Figure 1. Gate-type map.
(6 px per um)
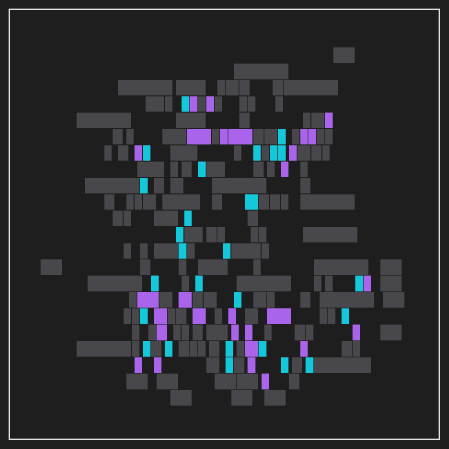
Figure 2. Pin map.
(6 px per um) Pins as bars across the die edge, other pins in grey.
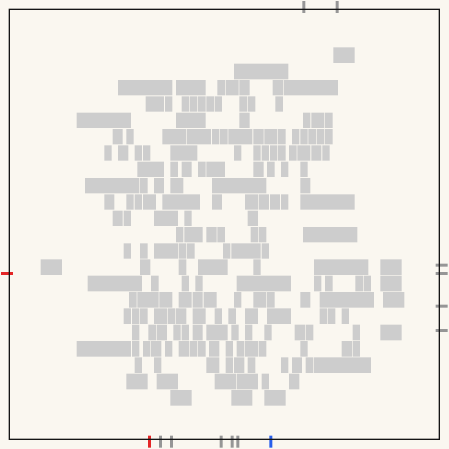
Figure 3. Placement view.
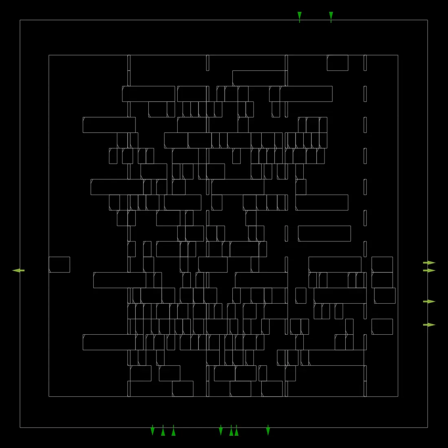
Figure 4. Nets reached from selected ports.
(4 px per um)
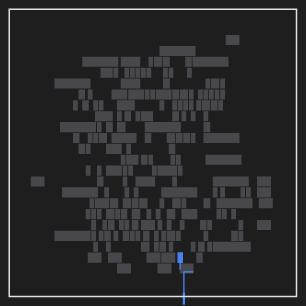
==> config.mk <==
export PLATFORM = sky130hd
export DESIGN_NAME = motor_arbiter
export DESIGN_NICKNAME = d
export VERILOG_FILES = /design/src/rtl/motor_pkg.sv /design/src/rtl/phase_timer.sv /design/src/rtl/motor_arbiter.sv
export SDC_FILE = /design/constraint.sdc
export NUM_CORES = 1
export LEC_CHECK = 0
export ABC_AREA = 1
export CORE_MARGIN = 5
export CORE_UTILIZATION = 30
export DETAILED_ROUTE_END_ITERATION = 8
export PLACE_DENSITY = 0.56
export REMOVE_ABC_BUFFERS = 1
export SETUP_SLACK_MARGIN = 0.02
export SKIP_CTS_REPAIR_TIMING = 1
export SYNTH_ARGS = -nofsm -noshare
export SYNTH_HDL_FRONTEND = slang
export SYNTH_HIERARCHICAL = 1
export SYNTH_SLANG_ARGS = --single-unit
export TNS_END_PERCENT = 30
==> constraint.sdc <==
create_clock -name clk -period 3.95 [get_ports clk]
set_input_delay 0.79 -clock clk [delete_from_list [all_inputs] [get_ports clk]]
set_output_delay 0.79 -clock clk [all_outputs]
set_load 0.03 [all_outputs]
==> out/metrics.cfg <==
[finish]
final_common_cell = nand2_1
lay_top_cells = 50 x nand2_1, 19 x inv_1, 19 x nor2_1
logic_gates = 135
largest_reg_flops = 8
final_area_mm2 = 0.00139
area_growth_pct = 22.3
top_area_cell_class = combinational gates
clkCellAreaFrac_pct = 3.97

[yosys]
largest_area_cell = dfrtp_1
ys_top_logic_family = simple AND/OR/NAND/NOR gates
yosys_area_mm2 = 0.00113
synthTopCellsByArea = dfrtp_1 29%, nand2_1 17%, inv_1 6.3%, nor2_1 6.3%, nand3_1 5.3%
mux_area_share_pct = 0
aoi_share_pct = 10.5
top_cells_by_count = 50 x nand2_1, 19 x inv_1, 19 x nor2_1, 13 x dfrtp_1, 12 x nand3_1
synth.yosys.seq_area_share_pct = 31.0
edf_count = 0

[critical_path]
max_stage_delay_ps = 700
worstPathArrival_ps = 2300
setup.worst_path.start_class = primary input
r2r_slack_ps = 1760
required_ps = 3160
critical_path.most_common_cell = clkdlybuf4s50_1
critPathBufInv = 2
crit_slowest_cell = clkdlybuf4s50_1
path_class = in -> out

[route]
wl_mm = 2.46
dr_wl_met2_mm = 1.08
wl_met3_um = 87
drcViolationCount = 0
first_pass_iters = 4
initialDrtViolationCount = 81
dr.max_layer_used = met4
post_drt_wl_per_cell_um = 10.3

[final_timing]
finalHoldWorstSlack_ps = 482
relSlewSlack_pct = 54.1
hold_viol = 0
setup_viol = 0
fmax_mhz = 323
rsz0062_at_grt = false
tns_ps = 0

[job]
max_cap_viol_count = 0
openroad.warnings = 26

[power]
powerSeq_mw = 0.264
powerClk_mw = 0.142
pwr-share-seq_pct = 20.4
p_comb_share_pct = 68.6
top_power_group = combinational cells

[global_routing]
top_usage_layer = met2
use_met3_pct = 1.82
grtUsageTotal_pct = 10.8
grt_max_degree = 15
grt_use_met1_pct = 14.8
grt_overflow = 0

[clock_tree]
cts-htree-levels = 1
clk_path_buf_depth = 2
clock_latency_ps = 250
root_buffer = clkbuf_8
cts_buffers = 3

[floorplan]
fp-utilization_pct = 30.9
taps = 48
die_area_mm2 = 0.00510

[run_status]
status = completed

[hold_path]
holdCritPathClass = reg -> reg
holdPathStages = 2

Back to the opening pictures, Figure 1:
Key: inverters = cyan [cells 26, most used inv_1]; NOR gates = purple [cells 28, most used nor2_1]
logic share of the area: 49.7%
non-filler instance count after layout: 240

Back to the opening pictures, Figure 2:
Key: `dir` = red [pins 2, direction output, edge 1 west, 1 south]; `busy` = blue [pins 1, direction output, edge south]
die height: 71.4 um
port bufs: 13
die width: 71.4 um

Back to the opening pictures, Figure 3:
sequential cell area share: 25.4%
Final Util: 37.8%
row cnt: 22
flip-flops: 14
fill cell count: 396

Back to the opening pictures, Figure 4:
Key: `busy` = blue [bits 1, direction output, edge south, end cells 1, buffers 1, wire 10.4 um]
I/O pin total: 14

Power is estimated from default activity; no workload was simulated.
